File: src/rtl/nibble_serial_add_ctrl.sv
// nibble_serial_add_ctrl
//   Adds two (4*NIBBLES)-bit operands one nibble at a time, LSB nibble first.
//   All arithmetic is done by one external 4-bit combinational adder that has
//   no carry-in. When a nibble has an incoming carry, the controller makes a
//   second pass (INC) that adds that carry to the partial sum.
//
//   Build option:
//     FIXED_LATENCY_EN - when defined, the INC pass is always executed. It adds
//                        0 or 1, so the unit is busy for exactly 2*NIBBLES
//                        cycles. The results are the same either way.
//
//   Ports:
//     clk, rst     rising-edge clock; synchronous active-high reset
//     start        request, sampled only in IDLE
//     a, b         operands, latched when start is accepted
//     busy         high in ADD/INC
//     done         one-cycle pulse; sum/cout valid
//     sum, cout    result; held until the next accepted start
//     add_x/add_y  operands driven to the shared adder (0 when idle)
//     add_s/add_cout  result coming back from the shared adder
module nibble_serial_add_ctrl #(
    parameter int NIBBLES = 4
) (
    input  logic                 clk,
    input  logic                 rst,
    input  logic                 start,
    input  logic [4*NIBBLES-1:0] a,
    input  logic [4*NIBBLES-1:0] b,
    output logic                 busy,
    output logic                 done,
    output logic [4*NIBBLES-1:0] sum,
    output logic                 cout,
    output logic [3:0]           add_x,
    output logic [3:0]           add_y,
    input  logic [3:0]           add_s,
    input  logic                 add_cout
);
    localparam int W  = 4 * NIBBLES;
    localparam int IW = (NIBBLES > 1) ? $clog2(NIBBLES) : 1;
    localparam logic [IW-1:0] LAST = IW'(NIBBLES - 1);

    typedef enum logic [1:0] {
        S_IDLE,
        S_ADD,
        S_INC,
        S_DONE
    } state_t;

    state_t        state, state_n;
    logic [W-1:0]  a_q, b_q;
    logic [W-1:0]  sum_q;
    logic          cout_q;
    logic [IW-1:0] idx;
    logic          carry;
    logic [3:0]    part;
    logic          c1;

    logic          accept;
    logic          wr_nib;
    logic          adv;
    logic          new_carry;
    logic [3:0]    a_nib, b_nib;

    assign a_nib  = 4'(a_q >> {idx, 2'b00});
    assign b_nib  = 4'(b_q >> {idx, 2'b00});
    assign accept = (state == S_IDLE) && start;

    assign busy = (state == S_ADD) || (state == S_INC);
    assign done = (state == S_DONE);
    assign sum  = sum_q;
    assign cout = cout_q;

    always_ff @(posedge clk) begin
        if (rst) begin
            state <= S_IDLE;
        end else begin
            state <= state_n;
        end
    end

    always_comb begin
        state_n   = state;
        add_x     = 4'h0;
        add_y     = 4'h0;
        wr_nib    = 1'b0;
        adv       = 1'b0;
        new_carry = carry;
        case (state)
            S_IDLE: begin
                if (start) begin
                    state_n = S_ADD;
                end
            end
            S_ADD: begin
                add_x = a_nib;
                add_y = b_nib;
`ifdef FIXED_LATENCY_EN
                state_n = S_INC;
`else
                if (carry) begin
                    state_n = S_INC;
                end else begin
                    wr_nib    = 1'b1;
                    new_carry = add_cout;
                    adv       = 1'b1;
                end
`endif
            end
            S_INC: begin
                // The partial sum and the incoming carry cannot both produce a
                // carry, so OR-ing the two carries is exact.
                add_x     = part;
                add_y     = {3'b000, carry};
                wr_nib    = 1'b1;
                new_carry = c1 | add_cout;
                adv       = 1'b1;
            end
            S_DONE: begin
                state_n = S_IDLE;
            end
            default: begin
                state_n = S_IDLE;
            end
        endcase
        if (adv) begin
            state_n = (idx == LAST) ? S_DONE : S_ADD;
        end
    end

    // Control and result registers; an aborted op leaves sum/cout cleared.
    always_ff @(posedge clk) begin
        if (rst) begin
            idx    <= '0;
            carry  <= 1'b0;
            sum_q  <= '0;
            cout_q <= 1'b0;
        end else begin
            if (accept) begin
                idx   <= '0;
                carry <= 1'b0;
            end
            if (wr_nib) begin
                for (int i = 0; i < NIBBLES; i++) begin
                    if (idx == IW'(i)) begin
                        sum_q[4*i +: 4] <= add_s;
                    end
                end
            end
            if (adv) begin
                carry <= new_carry;
                if (idx == LAST) begin
                    cout_q <= new_carry;
                end else begin
                    idx <= idx + IW'(1);
                end
            end
        end
    end

    // Operand latches and first-pass capture need no reset.
    always_ff @(posedge clk) begin
        if (accept) begin
            a_q <= a;
            b_q <= b;
        end
        if (state == S_ADD) begin
            part <= add_s;
            c1   <= add_cout;
        end
    end

endmodule

File: config.mk
export PLATFORM = sky130hd
export DESIGN_NAME = nibble_serial_add_ctrl
export DESIGN_NICKNAME = d
export VERILOG_FILES = /design/src/rtl/nibble_serial_add_ctrl.sv
export SDC_FILE = /design/constraint.sdc
export NUM_CORES = 1
export LEC_CHECK = 0
export ABC_AREA = 1
export CELL_PAD_IN_SITES_DETAIL_PLACEMENT = 0
export CELL_PAD_IN_SITES_GLOBAL_PLACEMENT = 2
export CORE_ASPECT_RATIO = 2
export CORE_MARGIN = 4
export CORE_UTILIZATION = 29
export CTS_CLUSTER_DIAMETER = 50
export DETAILED_ROUTE_END_ITERATION = 16
export PLACE_DENSITY = 0.88
export SYNTH_ARGS = -nofsm -noshare
export SYNTH_HDL_FRONTEND = slang
export SYNTH_SLANG_ARGS = --single-unit
File: constraint.sdc
create_clock -name clk -period 2.4 [get_ports clk]
set_clock_uncertainty 0.05 [all_clocks]
set_input_delay 0.36 -clock clk [delete_from_list [all_inputs] [get_ports clk]]
set_output_delay 0.36 -clock clk [all_outputs]
set_load 0.005 [all_outputs]
==> run_1/met2.png <==
Bar = 20 um. Cells faint in the background.
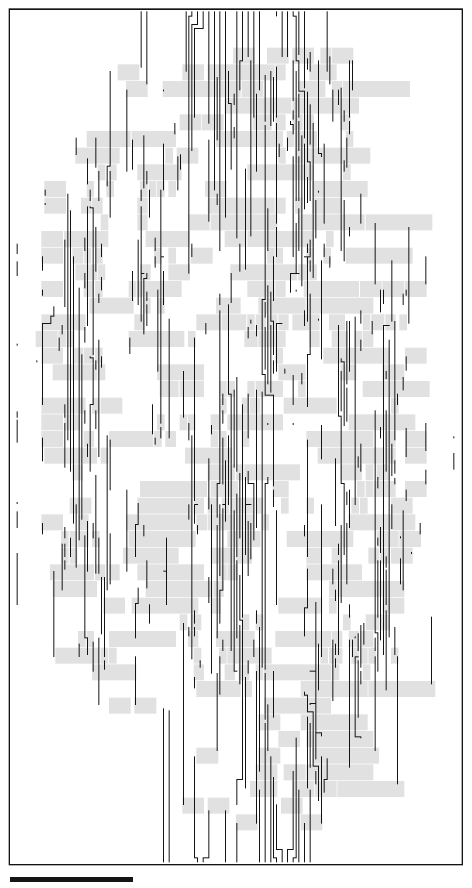
share of all routed wire: 59%
main direction: vertical
nets with wire on the layer: 295
wire length on this layer: 3720 um
met2 usage: 0.244
drt total wl: 6310 um
Via Count: 1872

==> run_1/zoom.png <==
Bar = 10 um. Window x 17 to 57, y 22 to 62 um. Cells in gray, sequential cells in the stronger gray; small squares are vias.
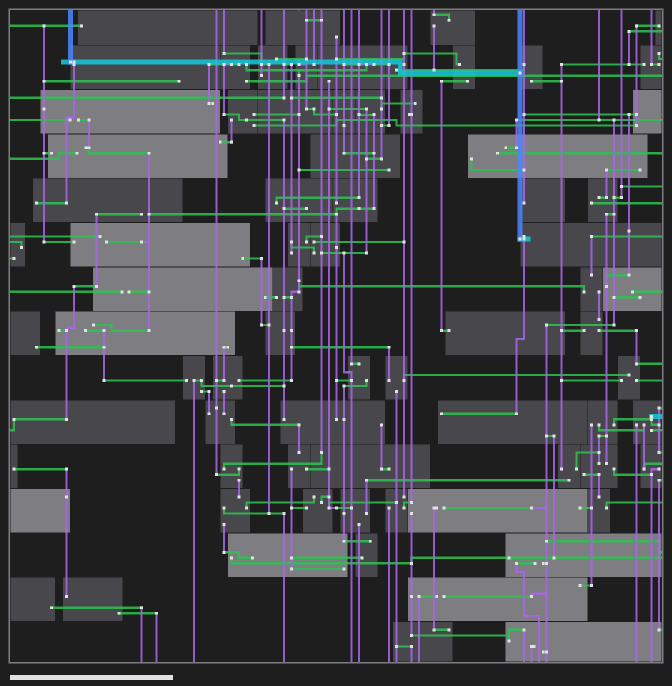
[green] met1
[purple] met2
[cyan] met3
[blue] met4
cells with their middle in the window: 71
netlist names of flops here include: part (4), b_q (3), a_q (2)
sequential cells in the window: 12
most frequent: nand2_1 (13), edfxtp_1 (10), nand3_1 (7)

==> results.toml, run 1 <==
# physical design summary
[sta]
layout_worst_path_cycle_share = 0.958
min_period_ns = 2.30
worstMarginPinSlew_ns = 0.434
relSlewSlack = 0.710
holdWs_ns = 0.425
finalHoldViolations = 0
tns_ns = 0
max_freq_ghz = 0.435
setup_violations = 0
rsz0062_at_grt = "false"
slew_violations = 0

[logic_synthesis]
synthFlopType = "edfxtp_1"
synth_cells = 240
avgSynthCellArea_um2 = 10.4
syn-num-nets = 289
yosysWarnings = 0
top_area_frac = 0.444
enable_flop_cells = 37
common_cells = "nor2_1 (60), edfxtp_1 (37), o21ai_0 (35)"
netlist_area_um2 = 2500
synth_cell_type_count = 22
yosysChipArea_um2 = 2500
top_area_cell = "edfxtp_1"
yosysMostFrequentCell = "nor2_1"
ys_seq_share = 0.620
async_reset_ff_frac = 0
top_cells_by_area = "edfxtp_1 (44%), dfxtp_1 (18%), nor2_1 (9.0%), o21ai_0 (7.0%), ha_1 (4.5%)"
synth-seq-cells = 59
ys_cells = 240

[detailed_routing]
via_per_inst = 4.45
drt_iter0_drc = 96
dr_wl_met3_um = 263
post-route-drc-count = 0
detail-route-antenna-nets = 0
drtPass1Iterations = 4
topRoutingLayerUsed = "met4"
met1Wirelength_um = 2150
wl_per_cell_um = 15.0
dr_wl_met2_um = 3720

[pwr]
pwr.group.clock_mw = 1.35
power_frac_clock = 0.389
p_sw_mw = 0.908
p_per_area_nw_per_um2 = 949
pg_comb_mw = 0.771
power_frac_seq = 0.388
worst_ir_drop_vdd_v = 0.000412
pg_seq_mw = 1.35
leakage_nw = 1.48
pwr-share-comb = 0.223
switching_share = 0.262
total_power_mw = 3.46
internal_power_mw = 2.56
top_power_group = "sequential cells"

[clocking]
ctsResizeCount = 10
path_clk_slew_ns = 0.05
cts_max_path_buffers = 2
post_cts_buffers = 0
h-tree-depth = 3
clk-insertion-delay-late_ns = 0.32
numCtsBuffers = 9
clock_tree.root_cell = "clkbuf_16"
cts_hold_buf = 0
cts_tree = "done"
cts.sinks = 59

[final_layout]
postLayoutCoreUtil = 0.437
syn2layout_area_growth_pct = 45.9
nets = 367
stdcell_count = 421
nFillCells = 841
antenna_cells = 0
drive_above_1_share = 0.139

[grt]
grt_max_degree = 33
overflow = 0
grtUsageMet3 = 0.0267
grt_antenna_before_repair = 0
grt_pass1_wl_um = 9900
top_usage_layer = "met2"
use_met1 = 0.131
grt.total_usage = 0.133
grt_pass1_vias = 1955

[floorplan]
die_x_um = 73.7
fp-utilization = 0.300
core-area_um2 = 8350
die_area_um2 = 10300
die.size.y_um = 139
io_pins = 67
row_count = 47

[setup_path]
path_cells = "inv_2, ha_4, nand2_1, inv_2, nand2_1, nand2_1, clkdlybuf4s50_1"
critPathArrivalTime_ns = 1.89
cp_top_family = "buffers and inverters"
path_class = "reg -> out"
worstPathRequired_ns = 1.99
worst_path_most_repeated_cell = "nand2_1"
critPathSlowestCell = "clkdlybuf4s50_1"
path_max_fanout = 5
max_stage_delay_ns = 0.51
crit_buf_inv = 3
worst_setup_path_end_kind = "output port"
start_kind = "flop"

[placement]
io_buffers = 66
dp_cells = 405
placed_area_um2 = 3300
place_ws_ns = 0.179
dp_hpwl_um = 4910
gp_congestion = 0.775

[run]
drv_cap = 0
tool_warnings = 33

[hold_path]
hold_path.class = "reg -> reg"

[run_status]
run_status = "finished clean"
==> run_1/drive_strength.png <==
Bar = 20 um.
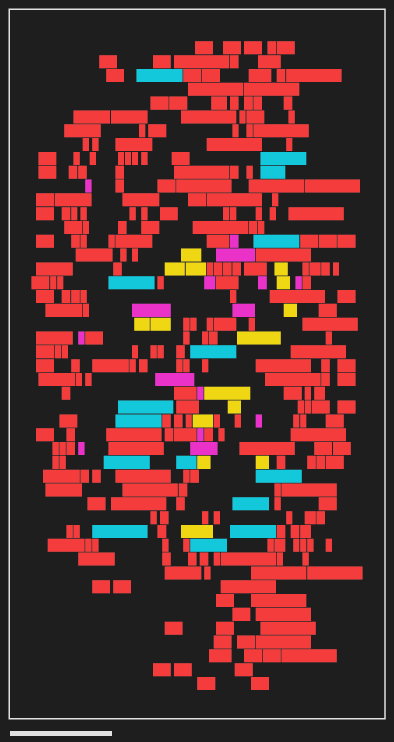
[magenta] drive 2 | cells: 15 | share: 4.6%
[cyan] drive 6 and up | cells: 15 | share: 4.6%
[yellow] drive 3 to 4 | cells: 15 | share: 4.6%
[red] drive 1 or less | cells: 278 | share: 86%
Worst Setup Slack, final: 0.101 ns
final instance area: 3650 um^2
Plain + repair buffers: 73

-- run 1: layout make-up --
| cell class | instances | area [um^2] | share of cell area |
|---|---|---|---|
| Inverter | 17 | 70.1 | 0.0192 |
| Tap cell | 98 | 123 | 0.0336 |
| Multi-Input combinational cell | 158 | 845 | 0.231 |
| Clock inverter | 5 | 76.3 | 0.0209 |
| Timing Repair Buffer | 73 | 736 | 0.202 |
| Sequential cell | 59 | 1560 | 0.427 |
| Clock buffer | 11 | 243 | 0.0665 |
-- run 1: kinds of logic after synthesis --
logic type | synth area share
AOI/OAI and AO/OA | 0.101
adders and majority gates | 0.0450
buffers and inverters | 0.0485
DFF | 0.620
and+or+nand+nor | 0.185
-- run 1: tightest hold or removal path, cell delays in order, from the launching register on --
cell	delay, ns
dfxtp_1	0.32
nor2_1	0.05
nor2_1	0.08
-- run 1: flip-flops by register name, summed over array words and instances (netlist names) --
register,flops
a_q,16
b_q,16
c1,1
carry,1
cout,1
idx,2
part,4
state,2
sum,16
-- run 1: layout by cell type, fill, tap and decap left out, drive strengths merged --
cell type / netlist / layout
a211oi: 1 / 1
a21oi: 7 / 7
buf: 6 / 7
bufinv: 0 / 2
clkbuf: 0 / 11
clkdlybuf4s50: 0 / 62
clkinv: 2 / 4
clkinvlp: 0 / 1
dfxtp: 22 / 22
dlygate4sd2: 0 / 1
dlymetal6s2s: 0 / 3
edfxtp: 37 / 37
ha: 9 / 9
inv: 15 / 15
nand2: 29 / 29
nand3: 11 / 11
nor2: 60 / 60
nor3: 1 / 1
o21ai: 35 / 35
o22ai: 5 / 5
-- run 1: worst paths after layout --
path	from	endpoint	slack [ns]	depth (start not counted)
min	sum[15]	sum[15]	0.43	2
max reg2reg	state[1]	state[1]	0.79	10
max	state[1]	add_x[2]	0.10	7
min reg2reg	sum[15]	sum[15]	0.43	2
==> run 2, diff against run 1 <==
--- a/config.mk
+++ b/config.mk
@@ -10,10 +10,10 @@
 export CELL_PAD_IN_SITES_GLOBAL_PLACEMENT = 2
 export CORE_ASPECT_RATIO = 2
 export CORE_MARGIN = 4
-export CORE_UTILIZATION = 29
-export CTS_CLUSTER_DIAMETER = 50
+export CORE_UTILIZATION = 32
+export CTS_CLUSTER_DIAMETER = 40
 export DETAILED_ROUTE_END_ITERATION = 16
-export PLACE_DENSITY = 0.88
+export PLACE_DENSITY = 0.94
 export SYNTH_ARGS = -nofsm -noshare
 export SYNTH_HDL_FRONTEND = slang
 export SYNTH_SLANG_ARGS = --single-unit
==> constraint.sdc (replaced) <==
create_clock -name clk -period 2.7 [get_ports clk]
set_clock_uncertainty 0.05 [all_clocks]
set_input_delay 0.405 -clock clk [delete_from_list [all_inputs] [get_ports clk]]
set_output_delay 0.405 -clock clk [all_outputs]
set_load 0.005 [all_outputs]
==> run_2/met2.png <==
Bar = 20 um. Cells faint in the background.
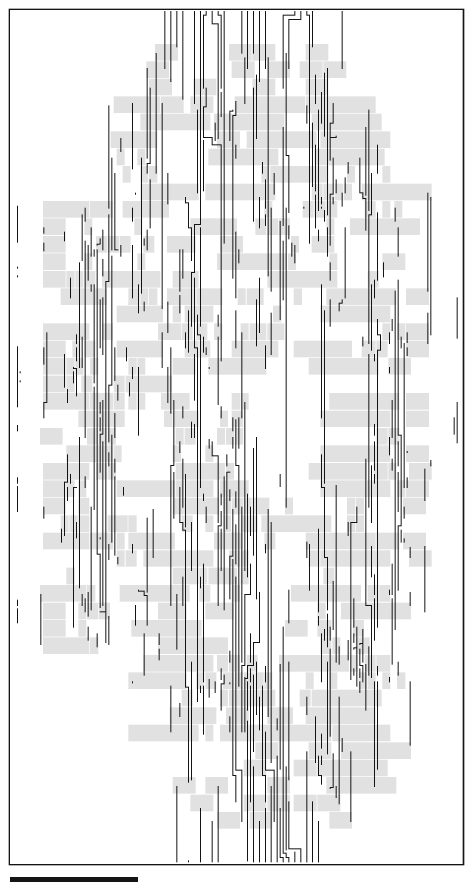
main direction: vertical
nets with wire on the layer: 299
longest straight run: 56.3 um
share of all routed wire: 58%
met2 usage: 0.279
Via Count: 1897
drt total wl: 6310 um

==> results.toml, run 2 <==
# physical design summary
[logic_synthesis]
top_cells_by_area = "edfxtp_1 (44%), dfxtp_1 (18%), nor2_1 (9.0%), o21ai_0 (7.0%), ha_1 (4.5%)"
async_reset_ff_frac = 0
ys_seq_share = 0.620
ys_cells = 240
enable_flop_cells = 37
syn-num-nets = 289
yosysWarnings = 0
synth_cells = 240
yosysMostFrequentCell = "nor2_1"
synthFlopType = "edfxtp_1"

[setup_path]
worst_setup_path_end_kind = "output port"
worstPathRequired_ns = 2.25
path_cells = "inv_1, ha_1, buf_4, nand2_4, o21ai_1, clkdlybuf4s50_1"
r2r_cells = 8
cp_top_family = "buffers and inverters"
critPathSlowestCell = "clkdlybuf4s50_1"
max_stage_delay_ns = 0.52
r2r_slack_ns = 1.02
path_class = "reg -> out"
critPathArrivalTime_ns = 2.05

[clocking]
cts.sinks = 59
cts_hold_buf = 0
numCtsBuffers = 9
path_clk_slew_ns = 0.05
cts_max_path_buffers = 2
h-tree-depth = 3
cts_tree = "done"

[grt]
grt_antenna_before_repair = 0
grtUsageMet3 = 0.0464
grt_max_degree = 33
overflow = 0
top_usage_layer = "met2"

[detailed_routing]
detail-route-antenna-nets = 0
dr_wl_met2_um = 3680
wl_per_cell_um = 15.2
dr_wl_met3_um = 256

[pwr]
top_power_group = "sequential cells"
pwr.group.clock_mw = 1.16
leakage_nw = 1.40
p_sw_mw = 0.792
power_frac_seq = 0.397
switching_share = 0.265
pwr-share-comb = 0.215
worst_ir_drop_vdd_v = 0.000379
pg_comb_mw = 0.642
power_frac_clock = 0.388

[placement]
dp_hpwl_um = 4780
io_buffers = 66
placed_area_um2 = 3270
gp_congestion = 0.793

[hold_path]
min_to = "sum[14]"
holdPathStages = 2
hold_path.class = "reg -> reg"
hold_path_startpoint = "sum[14]"

[final_layout]
final_common_cell = "clkdlybuf4s50_1"
postLayoutCellArea_um2 = 3570
nets = 365

[run]
tool_warnings = 33
drv_cap = 0

[sta]
tns_ns = 0
setup_slack_ns = 0.192
worstMarginPinSlew_ns = 0.425
setup_violations = 0
rsz0062_at_grt = "false"
layout_worst_path_cycle_share = 0.929

[run_status]
run_status = "finished clean"

[floorplan]
die_x_um = 70.5
io_pins = 67
die_area_um2 = 9380
core-area_um2 = 7600
==> run_2/met1.png <==
Bar = 20 um. Supply wires on this layer in gray. Cells faint in the background.
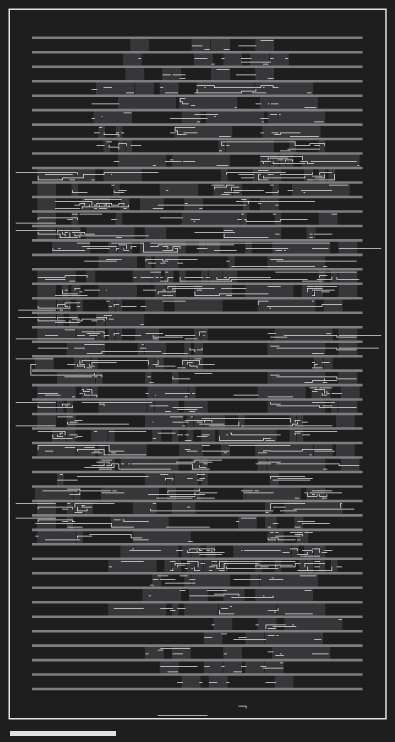
nets with wire on the layer: 328
wire length on this layer: 2230 um
main direction: horizontal
longest straight run: 33.6 um
share of all routed wire: 35%
met1 usage: 0.135

==> run 2: netlist changes by cell type in the layout (fill, tap and decap cells not counted), moves of 2 or more <==
cell | previous run | this run
ha_1 | 7 | 9
dlymetal6s2s_1 | 3 | 0
dfxtp_2 | 3 | 1
clkdlybuf4s50_1 | 62 | 66
dfxtp_1 | 18 | 21
inv_1 | 8 | 10
inv_2 | 7 | 5
clkinv_1 | 1 | 3
==> run 2: repair_timing <==
item	in CTS	in global routing
buffers inserted	0	0
resized	0	3
setup endpoints to repair	0	5
==> run 2: how the worst max path moves through the flow <==
stage / from / depth (start not counted) / end
after floorplan: state[1] / 4 / a_q[0]
after global placement: state[0] / 7 / add_y[0]
after detailed placement: state[0] / 7 / add_y[0]
after CTS: state[0] / 7 / add_y[0]
after global routing: state[1] / 7 / add_y[0]
final: state[1] / 6 / add_y[0]
==> run 2: cell type report <==
class                      count  area, um^2
clock buffer                   9         225
clock inverter                 7        82.6
fill                         748        4030
inverter                      17        68.8
multi-input combinational    158         830
sequential                    59        1550
tap                           94         118
timing repair buffer          71         698
==> run 2: cell families after synthesis <==
kind of cell | share of synthesized area
adders and majority gates | 0.0450
AOI/OAI and AO/OA | 0.101
buffers and inverters | 0.0485
and+or+nand+nor | 0.185
DFF | 0.620
==> run 2: worst reg2reg max path: cells and delay by family (launching register included) <==
kind	cells	cell delay, ns
compound gates	1	0.19
fa+ha+maj	1	0.30
buf+inv	2	0.28
flops	1	0.36
simple gates	4	0.39
==> run 2: per-stage QoR <==
stage | total power, mW | utilization
after global placement | 1.85 | 0.430
final | 2.99 | 0.470
after global routing | 3.16 | 0.470
after CTS | 3.04 | 0.470
after detailed placement | 1.86 | 0.430
after floorplan | 1.59 | -
==> run 3, diff against run 2 <==
--- a/config.mk
+++ b/config.mk
@@ -13,6 +13,7 @@
 export CORE_UTILIZATION = 32
 export CTS_CLUSTER_DIAMETER = 40
 export DETAILED_ROUTE_END_ITERATION = 16
+export HOLD_SLACK_MARGIN = 0.12
 export PLACE_DENSITY = 0.94
 export SYNTH_ARGS = -nofsm -noshare
 export SYNTH_HDL_FRONTEND = slang
==> run_3/met1.png <==
Bar = 20 um. Supply wires on this layer in gray. Cells faint in the background.
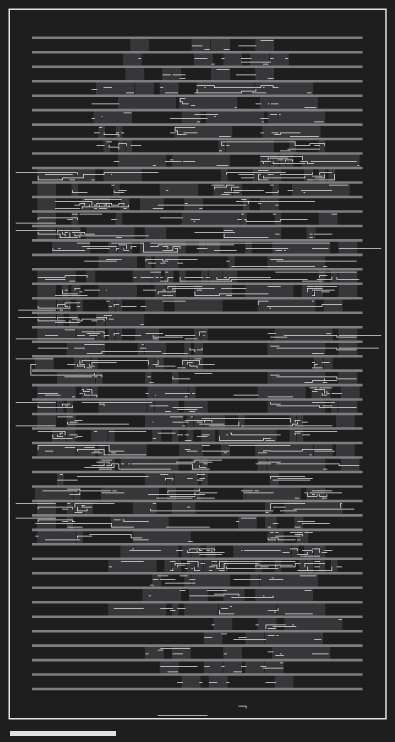
nets with wire on the layer: 328
wire length on this layer: 2230 um
longest straight run: 33.6 um
share of all routed wire: 35%
main direction: horizontal

==> results.toml, run 3 <==
# physical design summary
[run_status]
run_status = "finished clean"

[grt]
grt_antenna_before_repair = 0
grt_pass1_vias = 2044
grt_max_degree = 33
overflow = 0
grt_pass1_wl_um = 10200
grt.total_usage = 0.146

[final_layout]
postLayoutCellArea_um2 = 3570
final_layout_top_logic_cells = "clkdlybuf4s50_1 (66), nor2_1 (60), edfxtp_1 (37), o21ai_0 (34), nand2_1 (22)"
syn2layout_area_growth_pct = 42.9
drive_above_1_share = 0.109
postLayoutCoreUtil = 0.470
nFillCells = 748
antenna_cells = 0
final_common_cell = "clkdlybuf4s50_1"
stdcell_count = 415
nets = 365

[detailed_routing]
drtPass1Iterations = 4
post-route-drc-count = 0
drt-total-wl_um = 6310
wl_per_cell_um = 15.2
via_per_inst = 4.57
vias = 1897
drt_iter0_drc = 104
detail-route-antenna-nets = 0

[pwr]
p_per_area_nw_per_um2 = 836
leakage_nw = 1.40
total_power_mw = 2.99
worst_ir_drop_vdd_v = 0.000379

[floorplan]
die_x_um = 70.5
io_pins = 67
row_count = 45
die.size.y_um = 133
core-area_um2 = 7600
die_area_um2 = 9380
fp-utilization = 0.329

[hold_path]
holdPathStages = 2
hold_path.class = "reg -> reg"

[clocking]
clk-insertion-delay-late_ns = 0.32
clock_tree.root_cell = "clkbuf_16"
h-tree-depth = 3
cts_max_path_buffers = 2
path_clk_slew_ns = 0.05
cts_hold_buf = 0
cts_tree = "done"
numCtsBuffers = 9
cts.sinks = 59

[setup_path]
critPathSlowestCell = "clkdlybuf4s50_1"
cp_top_family = "buffers and inverters"
critPathLaunch = "state[1]"
critPathArrivalTime_ns = 2.05
start_kind = "flop"
max_stage_delay_ns = 0.52
r2r_cells = 8
timing.rr.start = "state[1]"
worst_setup_path_end_kind = "output port"
path_cells = "inv_1, ha_1, buf_4, nand2_4, o21ai_1, clkdlybuf4s50_1"
path_max_fanout = 9
r2r_end = "sum[2]"
worstPathRequired_ns = 2.25
crit_path_end = "add_y[0]"
crit_buf_inv = 3
worst-path-stages = 6
path_class = "reg -> out"
r2r_slack_ns = 1.02

[placement]
gp_congestion = 0.793
placed_area_um2 = 3270
io_buffers = 66
dp_hpwl_um = 4780
dp_cells = 399
place_ws_ns = 0.420

[sta]
holdWs_ns = 0.428
min_period_ns = 2.51
tns_ns = 0
layout_worst_path_cycle_share = 0.929
relSlewSlack = 0.716
slew_violations = 0
setup_violations = 0
finalHoldViolations = 0
setup_slack_ns = 0.192
rsz0062_at_grt = "false"
max_freq_ghz = 0.399
worstMarginPinSlew_ns = 0.425

[logic_synthesis]
synthFlopType = "edfxtp_1"
top_cells_by_area = "edfxtp_1 (44%), dfxtp_1 (18%), nor2_1 (9.0%), o21ai_0 (7.0%), ha_1 (4.5%)"
yosysWarnings = 0
netlist_area_um2 = 2500
yosysMostFrequentCell = "nor2_1"
common_cells = "nor2_1 (60), edfxtp_1 (37), o21ai_0 (35)"
synth_cell_type_count = 22
ys_seq_share = 0.620
synth_cells = 240
top_area_frac = 0.444
syn-num-nets = 289
async_reset_ff_frac = 0
avgSynthCellArea_um2 = 10.4
synth-seq-cells = 59
top_area_cell = "edfxtp_1"
enable_flop_cells = 37
yosysChipArea_um2 = 2500
ys_cells = 240

[run]
drv_cap = 0
tool_warnings = 33
==> run_3/zoom.png <==
Bar = 10 um. Window x 15 to 55, y 20 to 60 um. Cells in gray, sequential cells in the stronger gray; small squares are vias.
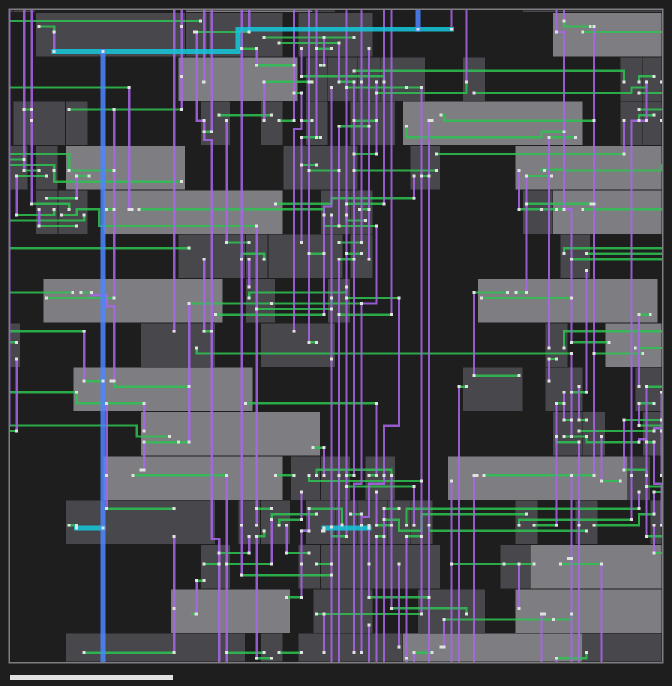
[blue] met4
[green] met1
[purple] met2
[cyan] met3
most frequent: nand2_1 (16), edfxtp_1 (14), nand3_1 (7)
cells with their middle in the window: 85
sequential cells in the window: 17
netlist names of flops here include: a_q (5), b_q (4), part (4)

run 3: cell counts after synthesis:
No cell type changed its count.
run 3: worst min path at each step:
stage	from	to	slack [ns]
4_1_cts	sum[14]	sum[14]	0.44
5_1_grt	sum[14]	sum[14]	0.45
3_5_place_dp	sum[14]	sum[14]	0.42
2_1_floorplan	carry	carry	0.42
3_3_place_gp	sum[13]	sum[13]	0.41
6_report	sum[14]	sum[14]	0.43
run 3: final cells by class:
cell class	instances	area, um^2	share of cell area
tap	94	118	0.0329
multi-input combinational	158	830	0.232
clock inverter	7	82.6	0.0231
inverter	17	68.8	0.0193
sequential	59	1550	0.434
timing repair buffer	71	698	0.195
clock buffer	9	225	0.0630
run 3: routing by layer:
| metal | share of wire | vias to the layer above | track usage |
|---|---|---|---|
| met3 | 0.041 | 10 | 0.0464 |
| met4 | 0.022 | 0 | 0.0659 |
| met2 | 0.58 | 42 | 0.279 |
| li1 | - | 962 | - |
| met5 | 0 | - | 0 |
| met1 | 0.35 | 883 | 0.135 |
run 3: cell families after synthesis:
logic type                 Yosys count  share of synthesized area
AOI/OAI and AO/OA                   48                      0.101
adders and majority gates            9                     0.0450
buffers and inverters               23                     0.0485
DFF                                 59                      0.620
and+or+nand+nor                    101                      0.185
run 3: power by group:
group	internal (mW)	switching, mW	total (mW)
logic	0.268	0.374	0.642
clock network	0.794	0.367	1.16
registers	1.14	0.0509	1.19
total	2.20	0.792	2.99
run 3: worst reg2reg max path, stage by stage (launching register included):
cell and delay (ns):
dfxtp_1 0.36, inv_1 0.10, ha_1 0.30, buf_4 0.18
nand2_4 0.10, nand2_8 0.15, nand2_4 0.08, o21ai_0 0.19
nor2_1 0.06
run 3: what timing repair did:
| item | CTS | global route |
|---|---|---|
| buffers inserted | 0 | 0 |
| resized | 0 | 3 |
| setup endpoints to repair | 0 | 5 |
No activity file was given, so power comes from the tool's default toggle rates.
